`src/rtl/alu_pkg.sv`:
```
// Shared ALU definitions: default datapath width and the divider FSM state type.
package alu_pkg;

  localparam int ALU_WIDTH = 8;

  typedef enum logic [1:0] {
    DIV_IDLE = 2'd0,
    DIV_BUSY = 2'd1,
    DIV_DONE = 2'd2
  } div_state_t;

endpackage

```
`src/rtl/alu_divider_seq_if.sv`:
```
// Operand and result handshake bundle for the sequential divider.
interface alu_divider_seq_if
  import alu_pkg::*;
#(
  parameter int WIDTH = ALU_WIDTH
);

  logic             in_valid;
  logic             in_ready;
  logic [WIDTH-1:0] dividend;
  logic [WIDTH-1:0] divisor;
  logic             out_valid;
  logic             out_ready;
  logic [WIDTH-1:0] quotient;
  logic [WIDTH-1:0] remainder;
  logic             div_by_zero;

  modport master (
    output in_valid, dividend, divisor, out_ready,
    input  in_ready, out_valid, quotient, remainder, div_by_zero
  );

  modport slave (
    input  in_valid, dividend, divisor, out_ready,
    output in_ready, out_valid, quotient, remainder, div_by_zero
  );

endinterface

```
`src/rtl/div_restore_step.sv`:
```
// One combinational restoring-division step: shift {R,Q} left, trial-subtract the divisor
// through a full-adder ripple, keep the difference when no borrow occurs.
module div_restore_step
  import alu_pkg::*;
#(
  parameter int WIDTH = ALU_WIDTH
) (
  input  logic [WIDTH-1:0] r,
  input  logic [WIDTH-1:0] q,
  input  logic [WIDTH-1:0] divisor,
  output logic [WIDTH-1:0] r_next,
  output logic [WIDTH-1:0] q_next
);

  // The bit shifted out of R becomes the top bit of the trial operand.
  logic [WIDTH:0]   r_shifted;
  logic [WIDTH:0]   b_inv;
  logic [WIDTH+1:0] carry;
  logic [WIDTH-1:0] diff;
  logic             borrow;

  assign r_shifted = {r, q[WIDTH-1]};
  assign b_inv     = ~{1'b0, divisor};
  assign carry[0]  = 1'b1;

  for (genvar i = 0; i <= WIDTH; i++) begin : g_fa
    assign carry[i+1] = (r_shifted[i] & b_inv[i]) | (carry[i] & (r_shifted[i] ^ b_inv[i]));
    if (i < WIDTH) begin : g_sum
      assign diff[i] = r_shifted[i] ^ b_inv[i] ^ carry[i];
    end
  end

  assign borrow = ~carry[WIDTH+1];
  assign r_next = borrow ? r_shifted[WIDTH-1:0] : diff;
  assign q_next = {q[WIDTH-2:0], ~borrow};

endmodule

```
`src/rtl/alu_divider_seq.sv`:
```
// Multi-cycle unsigned restoring divider: one quotient bit per cycle, valid/ready on both
// the operand and result sides.
module alu_divider_seq
  import alu_pkg::*;
#(
  parameter int WIDTH = ALU_WIDTH
) (
  input logic               clk,
  input logic               rst,
  alu_divider_seq_if.slave  bus
);

  localparam int              CW         = $clog2(WIDTH);
  localparam logic [CW-1:0]   COUNT_LAST = CW'(WIDTH - 1);

  div_state_t       state;
  div_state_t       state_next;
  logic [CW-1:0]    count;
  logic [WIDTH-1:0] r_reg;
  logic [WIDTH-1:0] q_reg;
  logic [WIDTH-1:0] div_reg;
  logic             dbz_reg;
  logic [WIDTH-1:0] r_step;
  logic [WIDTH-1:0] q_step;
  logic             accept;
  logic             handoff;
  logic             divisor_zero;

  assign bus.in_ready    = (state == DIV_IDLE);
  assign bus.out_valid   = (state == DIV_DONE);
  assign bus.quotient    = q_reg;
  assign bus.remainder   = r_reg;
  assign bus.div_by_zero = dbz_reg;

  assign accept       = bus.in_valid & bus.in_ready;
  assign handoff      = bus.out_valid & bus.out_ready;
  assign divisor_zero = (bus.divisor == '0);

  div_restore_step #(.WIDTH(WIDTH)) u_step (
    .r       (r_reg),
    .q       (q_reg),
    .divisor (div_reg),
    .r_next  (r_step),
    .q_next  (q_step)
  );

  // NOTE: sequential state uses non-blocking assignments so every register samples the
  // pre-edge values of the others, independent of block ordering.
  always_ff @(posedge clk) begin
    if (rst) state <= DIV_IDLE;
    else     state <= state_next;
  end

  // NOTE: next-state gets its default before the case so no path leaves it unassigned
  // and no latch is inferred.
  always_comb begin
    state_next = state;
    unique case (state)
      DIV_IDLE: if (accept) state_next = divisor_zero ? DIV_DONE : DIV_BUSY;
      DIV_BUSY: if (count == '0) state_next = DIV_DONE;
      DIV_DONE: if (handoff) state_next = DIV_IDLE;
      default:  state_next = DIV_IDLE;
    endcase
  end

  // NOTE: the datapath registers are reset too, because the outputs are visible directly
  // and must read zero after reset.
  always_ff @(posedge clk) begin
    if (rst) begin
      count   <= '0;
      r_reg   <= '0;
      q_reg   <= '0;
      div_reg <= '0;
      dbz_reg <= 1'b0;
    end else begin
      unique case (state)
        DIV_IDLE: begin
          if (accept) begin
            div_reg <= bus.divisor;
            count   <= COUNT_LAST;
            if (divisor_zero) begin
              q_reg   <= '1;
              r_reg   <= bus.dividend;
              dbz_reg <= 1'b1;
            end else begin
              q_reg   <= bus.dividend;
              r_reg   <= '0;
              dbz_reg <= 1'b0;
            end
          end
        end
        DIV_BUSY: begin
          r_reg <= r_step;
          q_reg <= q_step;
          if (count != '0) count <= count - 1'b1;
        end
        default: ;
      endcase
    end
  end

endmodule
```
`src/flat_wrapper.sv`:
```
// flat-port wrapper written by rule: the top's interface ports become plain ports
module alu_divider_seq_flat import alu_pkg::*;
#(
  parameter int WIDTH = ALU_WIDTH
)
  (clk, rst, bus_in_valid, bus_dividend, bus_divisor, bus_out_ready, bus_in_ready, bus_out_valid, bus_quotient, bus_remainder, bus_div_by_zero);
  alu_divider_seq_if #(.WIDTH(WIDTH)) bus_i ();
  input logic clk;
  input logic rst;
  input wire logic [$bits(bus_i.in_valid)-1:0] bus_in_valid;
  input wire logic [$bits(bus_i.dividend)-1:0] bus_dividend;
  input wire logic [$bits(bus_i.divisor)-1:0] bus_divisor;
  input wire logic [$bits(bus_i.out_ready)-1:0] bus_out_ready;
  output wire logic [$bits(bus_i.in_ready)-1:0] bus_in_ready;
  output wire logic [$bits(bus_i.out_valid)-1:0] bus_out_valid;
  output wire logic [$bits(bus_i.quotient)-1:0] bus_quotient;
  output wire logic [$bits(bus_i.remainder)-1:0] bus_remainder;
  output wire logic [$bits(bus_i.div_by_zero)-1:0] bus_div_by_zero;
  assign bus_i.in_valid = bus_in_valid;
  assign bus_i.dividend = bus_dividend;
  assign bus_i.divisor = bus_divisor;
  assign bus_i.out_ready = bus_out_ready;
  assign bus_in_ready = bus_i.in_ready;
  assign bus_out_valid = bus_i.out_valid;
  assign bus_quotient = bus_i.quotient;
  assign bus_remainder = bus_i.remainder;
  assign bus_div_by_zero = bus_i.div_by_zero;
  alu_divider_seq #(.WIDTH(WIDTH)) u_core (.clk(clk), .rst(rst), .bus(bus_i));
endmodule
```
`config.mk`:
```
export PLATFORM = sky130hd
export DESIGN_NAME = alu_divider_seq_flat
export DESIGN_NICKNAME = d
export VERILOG_FILES = /design/src/rtl/alu_pkg.sv /design/src/rtl/alu_divider_seq_if.sv /design/src/rtl/div_restore_step.sv /design/src/rtl/alu_divider_seq.sv /design/src/flat_wrapper.sv
export SDC_FILE = /design/constraint.sdc
export NUM_CORES = 1
export LEC_CHECK = 0
export CORE_ASPECT_RATIO = 1.4
export CORE_MARGIN = 5
export CORE_UTILIZATION = 53
export DETAILED_ROUTE_END_ITERATION = 8
export MAX_ROUTING_LAYER = met4
export PLACE_DENSITY_LB_ADDON = 0.1
export SYNTH_ARGS = -nofsm -noshare
export SYNTH_HDL_FRONTEND = slang
export SYNTH_SLANG_ARGS = --single-unit
```
`constraint.sdc`:
```
create_clock -name clk -period 8.33 [get_ports clk]
set_input_delay 2.499 -clock clk [delete_from_list [all_inputs] [get_ports clk]]
set_output_delay 2.499 -clock clk [all_outputs]
set_load 0.02 [all_outputs]
```
==> notes.md <==
Implementation results.

The flow ran to the end, and the final reports show no timing, DRC or antenna violations. The detailed-route DRC error count is 0. The clock reaches the later pin of the worst-skew pair after approximately 280 ps. Traced cell by cell, the critical path runs through clkdlybuf4s50_1 -> nor4_2 -> nand3_1 -> o22ai_1. The maximum clock rate is 0.232 GHz. For the finished layout, the period the worst path requires is 4310 ps. The arithmetic-cell share of the synthesized area counting full adders, half adders and majority gates is approximately 11%. The netlist uses 34 different library cells. met3 track demand over resource after global routing is 6.61%.

The count of buffers inserted at the top-level ports is 38. The worst setup path is captured at a flip-flop. The area reported by Yosys stat is 1660 sq um. The global route stage reports its total congestion overflow as 0. The number of post-CTS setup repair buffers is 0. STA classifies the critical path startpoint as an input port. The clock drives 30 sinks. Counting along the longest clock path gives a buffer depth of 2. The largest net degree at the start of global routing is 20.

The hold-critical path endpoint is u_core.div_reg[5]$_SDFFE_PP0P_. The fraction of final layout cells sized beyond drive strength 1 is 8.64%. The post-synthesis cell count from yosys is about 190. The total wire length is 4170 um.

The critical path crosses 4 cells after its start point. At the floorplan stage, the core utilization is reported as between 50% and 60%. The proportion of register bits with asynchronous set or reset after synthesis is 0%. Setup repair after global routing left no endpoint under its margin. The and-or/or-and share of the synthesized area is a little over a quarter. Per the timing report, the biggest fanout along the worst path comes to 11. Looking at the worst setup and hold paths, the clock pins of their registers show a slew of 60 ps. Per the summary, power density relative to cell area is 215 nW/um^2.

The detailed router reports a met3 wire length of 259 um. The worst-case hold slack is 472 ps. The cell area after placement is 2000 sq um.

Leaving out fill and tap cells, the most frequent cells in the layout are 38 x clkdlybuf4s50_1, 30 x dfxtp_1, 24 x inv_1. TritonCTS built the clock tree. The synthesis stats list as the most numerous cell dfxtp_1. The worst hold path was traced through 2 stages. The tool flagged a number of max-cap violations equal to 0. On the worst path, the slowest cell contributes a delay of 1040 ps.

Warnings raised by the tools during the run amount to 26. According to the report, the first pass of detailed routing completed in 5 iterations. After synthesis, flip-flops and latches occupy between 30% and 40% of the total area. The endpoint of the worst-slack reg-to-reg timing path is u_core.bus.remainder[7]$_SDFFE_PP0P_. By startpoint and endpoint, the worst setup path is classified as in2reg. The main area contributors are dfxtp_1 36%, fa_1 8.4%, a21oi_1 5.4%, o21ai_0 5.4%, inv_1 5.4%.

In this run the worst setup path terminates at u_core.bus.quotient[2]$_SDFFE_PP0P_. The dominant cell type by area after synthesis is dfxtp_1. Data on the critical path is required at its endpoint by 8540 ps. The number of register bits inferred by synthesis is 30. The number of nets at the end of the flow is 249.

The first-pass GRT wire length is about 7100 um. The detailed router put a total of 1620 um of wire on met1. The half-perimeter wire length after detailed placement is around 3000 um.

In this run the register-to-register setup slack is roughly 4100 ps. In this run the full chip footprint comes out at around 4400 sq um. The synthesized design contains 0 enable-type register cells. Logged for this run, the post-placement worst setup slack is 3780 ps. Counting endpoints that fail hold in the final report gives 0. The top cell type in the final layout, fill and taps aside, is clkdlybuf4s50_1.
-- stage by stage --
stage               instances  total power (W)
floorplan                 187         0.000282
global placement          251         0.000329
detailed placement        251         0.000335
CTS                       259         0.000453
global route              259         0.000481
finish                    259         0.000450
-- final cells by class --
cell class / instances / area (sq um)
well taps: 39 / 48.8
inverters: 24 / 90.1
clock buffers: 7 / 86.3
multi-input cells: 120 / 882
flip-flops and latches: 30 / 601
repair buffers: 38 / 380
fillers: 269 / 970
clock inverters: 1 / 5.00
-- power breakdown --
group	switching [W]	leakage (nW)	total, W	internal [W]
Clock	0.0000525	0.0482	0.000119	0.0000665
Combinational	0.0000827	0.491	0.000152	0.0000690
Sequential	0.0000185	0.248	0.000180	0.000161
### Track usage over the die

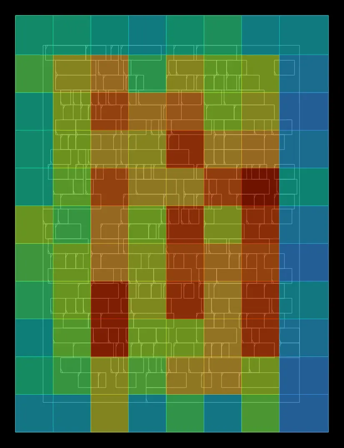
global-route total usage across every layer: 20.9%
most congested layer reported by global routing: met2
share of the core filled with cells: 68.3%
M2 GR Usage: 34.7%

### Sequential cells colored by netlist name

Other sequential cells in the stronger gray, the rest of the logic in the fainter gray.
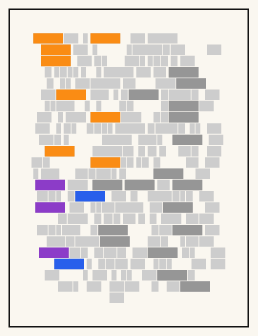
| color | netlist name | sequential cells |
|---|---|---|
| orange | `u_core.div_reg` | 8 |
| purple | `u_core.count` | 3 |
| blue | `u_core.state` | 2 |
sequential-cell power consumption: 0.000180 W
total area of sequential cells: 601 sq um

### PDN straps and rails

Bar = 20 um. Pins as bars on the die edge. Tap cells in gray.
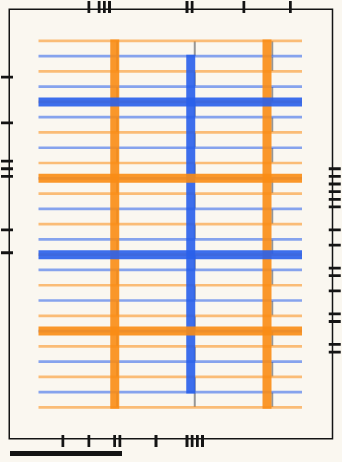
| color | net |
|---|---|
| orange | VSS |
| blue | VDD |
met5 straps: 4
signal pins: 39
tap cells: 39
met4 straps: 3
maximum VDD drop: 155 uV
die span in y: 76.2 um
Core Box Area: 3060 sq um
Chip Width: 57.3 um

Power figures rest on the tool's default switching activity, not on a simulated workload.
